`src/rtl/tlb_walk_if.sv`:
```
// Lookup/response and page-table-walk signal bundle for the data TLB.
// The TLB is the slave side; the MEM stage and walker together form the master side.
interface tlb_walk_if #(
    parameter int VA_W  = 32,
    parameter int PA_W  = 20,
    parameter int OFF_W = 12
);
    localparam int VPN_W = VA_W - OFF_W;
    localparam int PPN_W = PA_W - OFF_W;

    // Handshakes: a lookup is taken when req_valid=1 and stall=0 at a clock edge,
    // and its result shows as resp_valid for one cycle. A walk is offered by
    // holding ptw_req=1 until the edge where ptw_ack=1; that edge completes it.
    logic             req_valid;
    logic [VA_W-1:0]  req_vaddr;
    logic             req_write;
    logic             resp_valid;
    logic [PA_W-1:0]  resp_paddr;
    logic             resp_fault;
    logic             stall;
    logic             ptw_req;
    logic [VPN_W-1:0] ptw_vpn;
    logic             ptw_ack;
    logic [PPN_W-1:0] ptw_ppn;
    logic             ptw_writable;
    logic             ptw_fault;

    modport slave (
        input  req_valid, req_vaddr, req_write, ptw_ack, ptw_ppn, ptw_writable, ptw_fault,
        output resp_valid, resp_paddr, resp_fault, stall, ptw_req, ptw_vpn
    );

    modport master (
        output req_valid, req_vaddr, req_write, ptw_ack, ptw_ppn, ptw_writable, ptw_fault,
        input  resp_valid, resp_paddr, resp_fault, stall, ptw_req, ptw_vpn
    );
endinterface

```
`src/rtl/tlb_walk.sv`:
```
// Fully-associative data TLB with saturating-age LRU replacement, flush support,
// and a two-state miss handler that requests page-table walks and refills.
module tlb_walk #(
    parameter int N     = 16,
    parameter int VA_W  = 32,
    parameter int PA_W  = 20,
    parameter int OFF_W = 12,
    parameter int AGE_W = 4
) (
    input  logic                  clk,
    input  logic                  rst,
    input  logic                  mode,
    input  logic                  flush_all,
    input  logic                  flush_vpn_en,
    input  logic [VA_W-OFF_W-1:0] flush_vpn,
    tlb_walk_if.slave             bus,
    output logic                  dbg_state
);
    localparam int VPN_W = VA_W - OFF_W;
    localparam int PPN_W = PA_W - OFF_W;
    localparam int IDX_W = $clog2(N);
    localparam logic [AGE_W-1:0] AGE_MAX = '1;

    typedef enum logic {IDLE, WALK} state_t;

    state_t state_q, state_d;

    logic             ent_valid [N];
    logic [VPN_W-1:0] ent_vpn   [N];
    logic [PPN_W-1:0] ent_ppn   [N];
    logic             ent_wr    [N];
    logic [AGE_W-1:0] ent_age   [N];

    logic             resp_valid_q, resp_valid_d;
    logic [PA_W-1:0]  resp_paddr_q, resp_paddr_d;
    logic             resp_fault_q, resp_fault_d;
    logic             stall_q, stall_d;
    logic             ptw_req_q, ptw_req_d;
    logic [VPN_W-1:0] ptw_vpn_q, ptw_vpn_d;
    logic [OFF_W-1:0] walk_off;
    logic             walk_write;

    logic [VPN_W-1:0] req_vpn;
    logic [OFF_W-1:0] req_off;
    logic             hit;
    logic [IDX_W-1:0] hit_idx;
    logic             have_free;
    logic [IDX_W-1:0] free_idx;
    logic [IDX_W-1:0] old_idx;
    logic [AGE_W-1:0] old_age;
    logic [IDX_W-1:0] victim;
    logic             start_walk;
    logic             touch;
    logic [IDX_W-1:0] touch_idx;
    logic             refill;

    assign req_vpn = bus.req_vaddr[VA_W-1:OFF_W];
    assign req_off = bus.req_vaddr[OFF_W-1:0];

    assign bus.resp_valid = resp_valid_q;
    assign bus.resp_paddr = resp_paddr_q;
    assign bus.resp_fault = resp_fault_q;
    assign bus.stall      = stall_q;
    assign bus.ptw_req    = ptw_req_q;
    assign bus.ptw_vpn    = ptw_vpn_q;
    assign dbg_state      = (state_q == WALK);

    // Scanning downward leaves the lowest matching index selected.
    always_comb begin
        hit     = 1'b0;
        hit_idx = '0;
        for (int i = N - 1; i >= 0; i--) begin
            if (ent_valid[i] && (ent_vpn[i] == req_vpn)) begin
                hit     = 1'b1;
                hit_idx = IDX_W'(i);
            end
        end
    end

    // Victim: lowest free slot, otherwise the oldest entry (strict > keeps lowest on ties).
    always_comb begin
        have_free = 1'b0;
        free_idx  = '0;
        old_idx   = '0;
        old_age   = ent_age[0];
        for (int i = N - 1; i >= 0; i--) begin
            if (!ent_valid[i]) begin
                have_free = 1'b1;
                free_idx  = IDX_W'(i);
            end
        end
        for (int i = 1; i < N; i++) begin
            if (ent_age[i] > old_age) begin
                old_age = ent_age[i];
                old_idx = IDX_W'(i);
            end
        end
        victim = have_free ? free_idx : old_idx;
    end

    always_comb begin
        state_d      = state_q;
        resp_valid_d = 1'b0;
        resp_paddr_d = resp_paddr_q;
        resp_fault_d = 1'b0;
        stall_d      = stall_q;
        ptw_req_d    = ptw_req_q;
        ptw_vpn_d    = ptw_vpn_q;
        start_walk   = 1'b0;
        touch        = 1'b0;
        touch_idx    = hit_idx;
        refill       = 1'b0;
        case (state_q)
            IDLE: begin
                if (bus.req_valid) begin
                    if (mode) begin
                        resp_valid_d = 1'b1;
                        resp_paddr_d = bus.req_vaddr[PA_W-1:0];
                    end else if (hit) begin
                        resp_valid_d = 1'b1;
                        resp_paddr_d = {ent_ppn[hit_idx], req_off};
                        resp_fault_d = bus.req_write & ~ent_wr[hit_idx];
                        touch        = 1'b1;
                    end else begin
                        state_d    = WALK;
                        stall_d    = 1'b1;
                        ptw_req_d  = 1'b1;
                        ptw_vpn_d  = req_vpn;
                        start_walk = 1'b1;
                    end
                end
            end
            WALK: begin
                if (bus.ptw_ack) begin
                    state_d      = IDLE;
                    stall_d      = 1'b0;
                    ptw_req_d    = 1'b0;
                    resp_valid_d = 1'b1;
                    if (bus.ptw_fault) begin
                        resp_fault_d = 1'b1;
                        resp_paddr_d = '0;
                    end else begin
                        refill       = 1'b1;
                        touch        = 1'b1;
                        touch_idx    = victim;
                        resp_paddr_d = {bus.ptw_ppn, walk_off};
                        resp_fault_d = walk_write & ~bus.ptw_writable;
                    end
                end
            end
            default: state_d = IDLE;
        endcase
    end

    always_ff @(posedge clk or posedge rst) begin
        if (rst) begin
            state_q      <= IDLE;
            resp_valid_q <= 1'b0;
            resp_paddr_q <= '0;
            resp_fault_q <= 1'b0;
            stall_q      <= 1'b0;
            ptw_req_q    <= 1'b0;
            ptw_vpn_q    <= '0;
            walk_off     <= '0;
            walk_write   <= 1'b0;
        end else begin
            state_q      <= state_d;
            resp_valid_q <= resp_valid_d;
            resp_paddr_q <= resp_paddr_d;
            resp_fault_q <= resp_fault_d;
            stall_q      <= stall_d;
            ptw_req_q    <= ptw_req_d;
            ptw_vpn_q    <= ptw_vpn_d;
            if (start_walk) begin
                walk_off   <= req_off;
                walk_write <= bus.req_write;
            end
        end
    end

    // Flush is applied first so a same-cycle refill of the victim overrides it.
    always_ff @(posedge clk or posedge rst) begin
        if (rst) begin
            for (int i = 0; i < N; i++) begin
                ent_valid[i] <= 1'b0;
                ent_vpn[i]   <= '0;
                ent_ppn[i]   <= '0;
                ent_wr[i]    <= 1'b0;
                ent_age[i]   <= '0;
            end
        end else begin
            for (int i = 0; i < N; i++) begin
                if (flush_all) begin
                    ent_valid[i] <= 1'b0;
                end else if (flush_vpn_en && (ent_vpn[i] == flush_vpn)) begin
                    ent_valid[i] <= 1'b0;
                end
                if (touch) begin
                    if (IDX_W'(i) == touch_idx) begin
                        ent_age[i] <= '0;
                    end else if (ent_valid[i] && (ent_age[i] != AGE_MAX)) begin
                        ent_age[i] <= ent_age[i] + 1'b1;
                    end
                end
                if (refill && (IDX_W'(i) == victim)) begin
                    ent_valid[i] <= 1'b1;
                    ent_vpn[i]   <= ptw_vpn_q;
                    ent_ppn[i]   <= bus.ptw_ppn;
                    ent_wr[i]    <= bus.ptw_writable;
                end
            end
        end
    end
endmodule

```
`src/flat_wrapper.sv`:
```
// flat-port wrapper written by rule: the top's interface ports become plain ports
module tlb_walk_flat 
#(
    parameter int N     = 16,
    parameter int VA_W  = 32,
    parameter int PA_W  = 20,
    parameter int OFF_W = 12,
    parameter int AGE_W = 4
)
  (clk, rst, mode, flush_all, flush_vpn_en, flush_vpn, dbg_state, bus_req_valid, bus_req_vaddr, bus_req_write, bus_ptw_ack, bus_ptw_ppn, bus_ptw_writable, bus_ptw_fault, bus_resp_valid, bus_resp_paddr, bus_resp_fault, bus_stall, bus_ptw_req, bus_ptw_vpn);
  tlb_walk_if #(.VA_W(VA_W), .PA_W(PA_W), .OFF_W(OFF_W)) bus_i ();
  input  logic clk;
  input  logic rst;
  input  logic mode;
  input  logic flush_all;
  input  logic flush_vpn_en;
  input  logic [VA_W-OFF_W-1:0] flush_vpn;
  output logic dbg_state;
  input wire logic [$bits(bus_i.req_valid)-1:0] bus_req_valid;
  input wire logic [$bits(bus_i.req_vaddr)-1:0] bus_req_vaddr;
  input wire logic [$bits(bus_i.req_write)-1:0] bus_req_write;
  input wire logic [$bits(bus_i.ptw_ack)-1:0] bus_ptw_ack;
  input wire logic [$bits(bus_i.ptw_ppn)-1:0] bus_ptw_ppn;
  input wire logic [$bits(bus_i.ptw_writable)-1:0] bus_ptw_writable;
  input wire logic [$bits(bus_i.ptw_fault)-1:0] bus_ptw_fault;
  output wire logic [$bits(bus_i.resp_valid)-1:0] bus_resp_valid;
  output wire logic [$bits(bus_i.resp_paddr)-1:0] bus_resp_paddr;
  output wire logic [$bits(bus_i.resp_fault)-1:0] bus_resp_fault;
  output wire logic [$bits(bus_i.stall)-1:0] bus_stall;
  output wire logic [$bits(bus_i.ptw_req)-1:0] bus_ptw_req;
  output wire logic [$bits(bus_i.ptw_vpn)-1:0] bus_ptw_vpn;
  assign bus_i.req_valid = bus_req_valid;
  assign bus_i.req_vaddr = bus_req_vaddr;
  assign bus_i.req_write = bus_req_write;
  assign bus_i.ptw_ack = bus_ptw_ack;
  assign bus_i.ptw_ppn = bus_ptw_ppn;
  assign bus_i.ptw_writable = bus_ptw_writable;
  assign bus_i.ptw_fault = bus_ptw_fault;
  assign bus_resp_valid = bus_i.resp_valid;
  assign bus_resp_paddr = bus_i.resp_paddr;
  assign bus_resp_fault = bus_i.resp_fault;
  assign bus_stall = bus_i.stall;
  assign bus_ptw_req = bus_i.ptw_req;
  assign bus_ptw_vpn = bus_i.ptw_vpn;
  tlb_walk #(.N(N), .VA_W(VA_W), .PA_W(PA_W), .OFF_W(OFF_W), .AGE_W(AGE_W)) u_core (.clk(clk), .rst(rst), .mode(mode), .flush_all(flush_all), .flush_vpn_en(flush_vpn_en), .flush_vpn(flush_vpn), .bus(bus_i), .dbg_state(dbg_state));
endmodule
```
`config.mk`:
```
export PLATFORM = sky130hd
export DESIGN_NAME = tlb_walk_flat
export DESIGN_NICKNAME = d
export VERILOG_FILES = /design/src/rtl/tlb_walk_if.sv /design/src/rtl/tlb_walk.sv /design/src/flat_wrapper.sv
export SDC_FILE = /design/constraint.sdc
export NUM_CORES = 2
export LEC_CHECK = 0
export CAP_MARGIN = 20
export CORE_ASPECT_RATIO = 0.5
export CORE_MARGIN = 5
export CORE_UTILIZATION = 49
export DETAILED_ROUTE_END_ITERATION = 10
export PLACE_DENSITY = 0.72
export SLEW_MARGIN = 20
export SYNTH_ARGS = -nofsm -noshare
export SYNTH_HDL_FRONTEND = slang
export SYNTH_SLANG_ARGS = --single-unit
```
`constraint.sdc`:
```
create_clock -name clk -period 31.6 [get_ports clk]
set_input_delay 3.16 -clock clk [delete_from_list [all_inputs] [get_ports clk]]
set_output_delay 3.16 -clock clk [all_outputs]
set_load 0.1 [all_outputs]
```
==> results.json <==
{
  "core_area_um2": 75300,
  "p_clk_frac": 0.287,
  "cp-end-kind": "flip-flop",
  "ios": 115,
  "critPathLaunchType": "flip-flop",
  "slowest_stage": "nand3_2",
  "final_area_um2": 41700,
  "synth.area.mux_share": 0.181,
  "tns_ns": 0,
  "die-width_um": 400,
  "grt_antenna_before_repair": 4,
  "grt_max_degree": 156,
  "finClkSkew_ns": 0.0586,
  "area_dominant_class": "combinational gates",
  "stdcell_count": 4654,
  "cts_tree": "done",
  "cts_resized": 0,
  "ff_type": "dfrtp_1",
  "ys_chip_area_um2": 37300,
  "comb-power_mw": 1.05,
  "ys.warnings.count": 0,
  "clock_net_power_mw": 0.769,
  "hold_start": "u_core.bus.resp_paddr[11]",
  "synth_flops": 601,
  "ys_async_sr_fraction": 1.00,
  "worstPathRequired_ns": 32.13,
  "min_to": "u_core.bus.resp_paddr[11]",
  "flop-count": 601,
  "worst_pin_slew_ns": 1.19,
  "ant_nets": 0,
  "clock_buffer_count": 71,
  "edf_count": 0,
  "cellInternalPower_mw": 1.63,
  "r2r_cells": 109,
  "ys_cells": 3557,
  "synth.cell_area_um2": 37300,
  "numPortBuffers": 114,
  "placed_area_um2": 39600,
  "largest_area_cell": "dfrtp_1",
  "top_register": "u_core.ent_vpn",
  "seq_area_frac_synth": 0.403,
  "avgViaCountPerCell": 6.33,
  "crit_fanout": 30,
  "r2r_slack_ns": 5.01,
  "cts.path.max_buffers": 3,
  "max_freq_ghz": 0.0376,
  "drv_slew": 0,
  "min_period_ns": 26.59,
  "ys_types": 97,
  "wl_per_cell_um": 26.8,
  "rsz0062_at_grt": "no",
  "clockRootBuffer": "clkbuf_16",
  "yosys.area_share.aoi": 0.0775,
  "globalplace.congestion": 0.974,
  "syn_avg_cell_area_um2": 10.5,
  "cts_buffers": 56,
  "fp_util": 0.496,
  "p_switching_mw": 1.05,
  "ys_top_logic_family": "multiplexers",
  "final_common_cell": "dfrtp_1",
  "seqPwrFrac": 0.320,
  "setup_viol": 0,
  "synth_cells": 3557,
  "hold_class": "reg -> reg",
  "crit_path_max_incr_delay_ns": 0.88,
  "synth.top_cell.area_share": 0.403,
  "fill_cells": 6485,
  "power_frac_comb": 0.394,
  "antenna_cells": 4,
  "fp_nets": 3681,
  "dieArea_um2": 82100,
  "fin_crit_sh": 0.841,
  "largest_reg_flops": 320,
  "power.density_nw_per_um2": 64.3,
  "r2r_end": "u_core.ent_vpn[116]",
  "r2r_start": "u_core.ent_age[62]",
  "ir_worst_vdd_uv": 67.1,
  "dr.pass1.iters": 6,
  "clkCellAreaFrac": 0.0498,
  "die_h_um": 205,
  "status": "finished clean",
  "initialDrtViolationCount": 3186,
  "power_mw": 2.68,
  "whs_ns": 0.486,
  "dp_cells": 4544,
  "xor_share": 0.163,
  "hold_buffers": 0,
  "seq_area_frac": 0.361,
  "finalHoldViolCount": 0,
  "drive_gt1_frac": 0.164,
  "track_usage": 0.298,
  "critical_path_class": "reg -> reg",
  "top_cells_by_area": "dfrtp_1 40%, xnor2_1 9.9%, mux2_1 8.2%",
  "clk_pin_slew_worst_paths_ns": 0.06,
  "comb_area_frac": 0.507,
  "synth_simple_gate_area_share": 0.122,
  "cts_max_level": 2,
  "clk_latency_ns": 0.67,
  "pre_cts_ws_ns": 5.43,
  "nMultiInputCombCells": 2634,
  "nNetsFinal": 3704,
  "area_growth_pct": 11.6,
  "sw_frac_of_total": 0.390,
  "inverters": 85,
  "top_power_group": "combinational cells",
  "grt-ovfl-total": 0,
  "p_leak_nw": 18.7
}
-- per-layer routing --
layer,wire length (um),GRT usage,vias up
li1,-,-,12600
met1,49100,0.387,14700
met2,53200,0.457,1731
met3,14600,0.0804,438
met4,7920,0.158,0
met5,0,0,-
-- worst max-delay path, delay by kind of cell, from the launching register on --
family / cells / cell delay (ns)
AND-OR/OR-AND: 44 / 10.22
adder cells (fa/ha/maj): 16 / 5.29
buffers and inverters: 8 / 0.65
flip-flops: 1 / 0.43
multiplexers: 12 / 4.17
AND/OR/NAND/NOR: 29 / 5.70
-- cells in the mapped netlist, drive strengths merged (12+ instances only) --
library cell / n
dfrtp: 601
mux2: 544
xnor2: 422
xor2: 273
nand2: 220
clkbuf: 171
nand4: 162
o21ai: 149
a21oi: 102
nor2: 95
inv: 85
nor4: 79
nand3: 72
buf: 66
mux2i: 62
ha: 54
nor3: 35
o211ai: 35
or2: 27
or3b: 27
and3: 26
nor2b: 18
nor3b: 18
a22oi: 16
a31oi: 16
a211oi: 14
and2: 13
a31o: 12
or4b: 12
-- how the worst max path moves through the flow --
stage	start	to	slack, ns	depth (start not counted)
2_1_floorplan	u_core.ent_age[62]	u_core.ent_vpn[184]	9.11	111
3_3_place_gp	u_core.ent_age[62]	u_core.ent_ppn[39]	6.28	108
3_5_place_dp	u_core.ent_age[61]	u_core.ent_vpn[116]	5.43	110
4_1_cts	u_core.ent_age[57]	u_core.ent_vpn[116]	5.35	109
5_1_grt	u_core.ent_age[61]	u_core.ent_ppn[46]	3.04	110
6_report	u_core.ent_age[62]	u_core.ent_vpn[116]	5.01	109
Fig. 1: metal 1
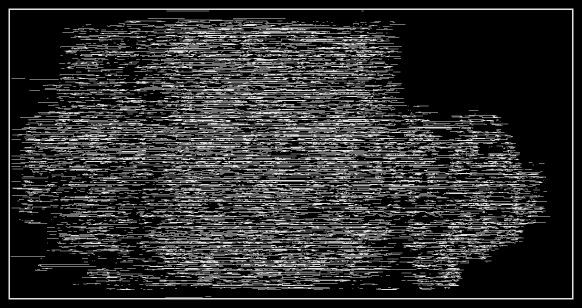
share of all routed wire: 39%
wire length on this layer: 49.1 mm

Fig. 2: the metal 2 layer
Scale bar: 100 um.
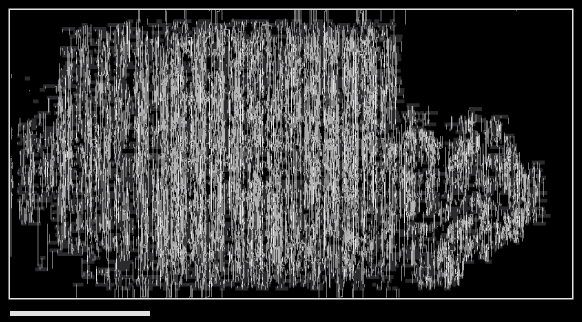
wire length on this layer: 53.2 mm
main direction: vertical
longest straight run: 102 um
share of all routed wire: 43%
Total Wirelength: 125000 um
GR Util met2: 0.457
Via Count: 29500

Fig. 3: the metal 3 layer
Scale bar: 100 um.
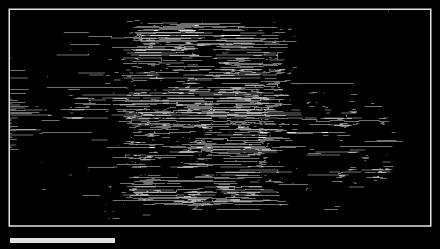
share of all routed wire: 12%
nets with wire on the layer: 406
wire length on this layer: 14600 um
met3 Track Usage GR: 0.0804

Fig. 4: signal wires on met4
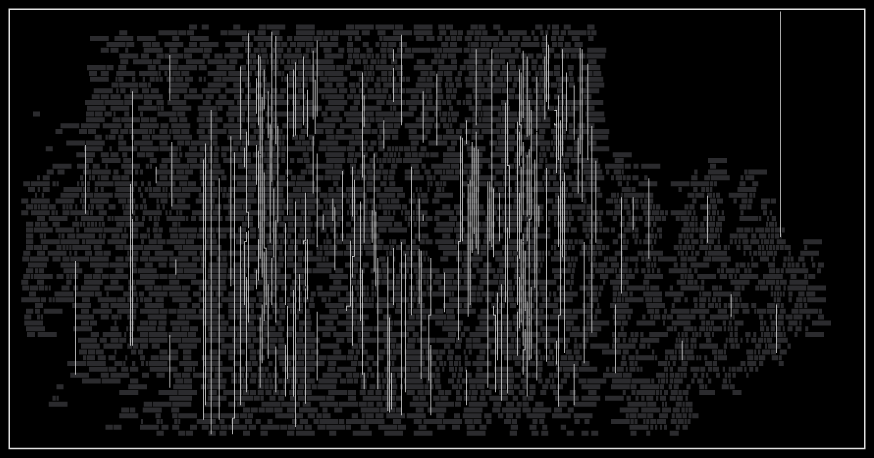
nets with wire on the layer: 87
wire length on this layer: 7920 um
share of all routed wire: 6.3%
longest straight run: 152 um
main direction: vertical

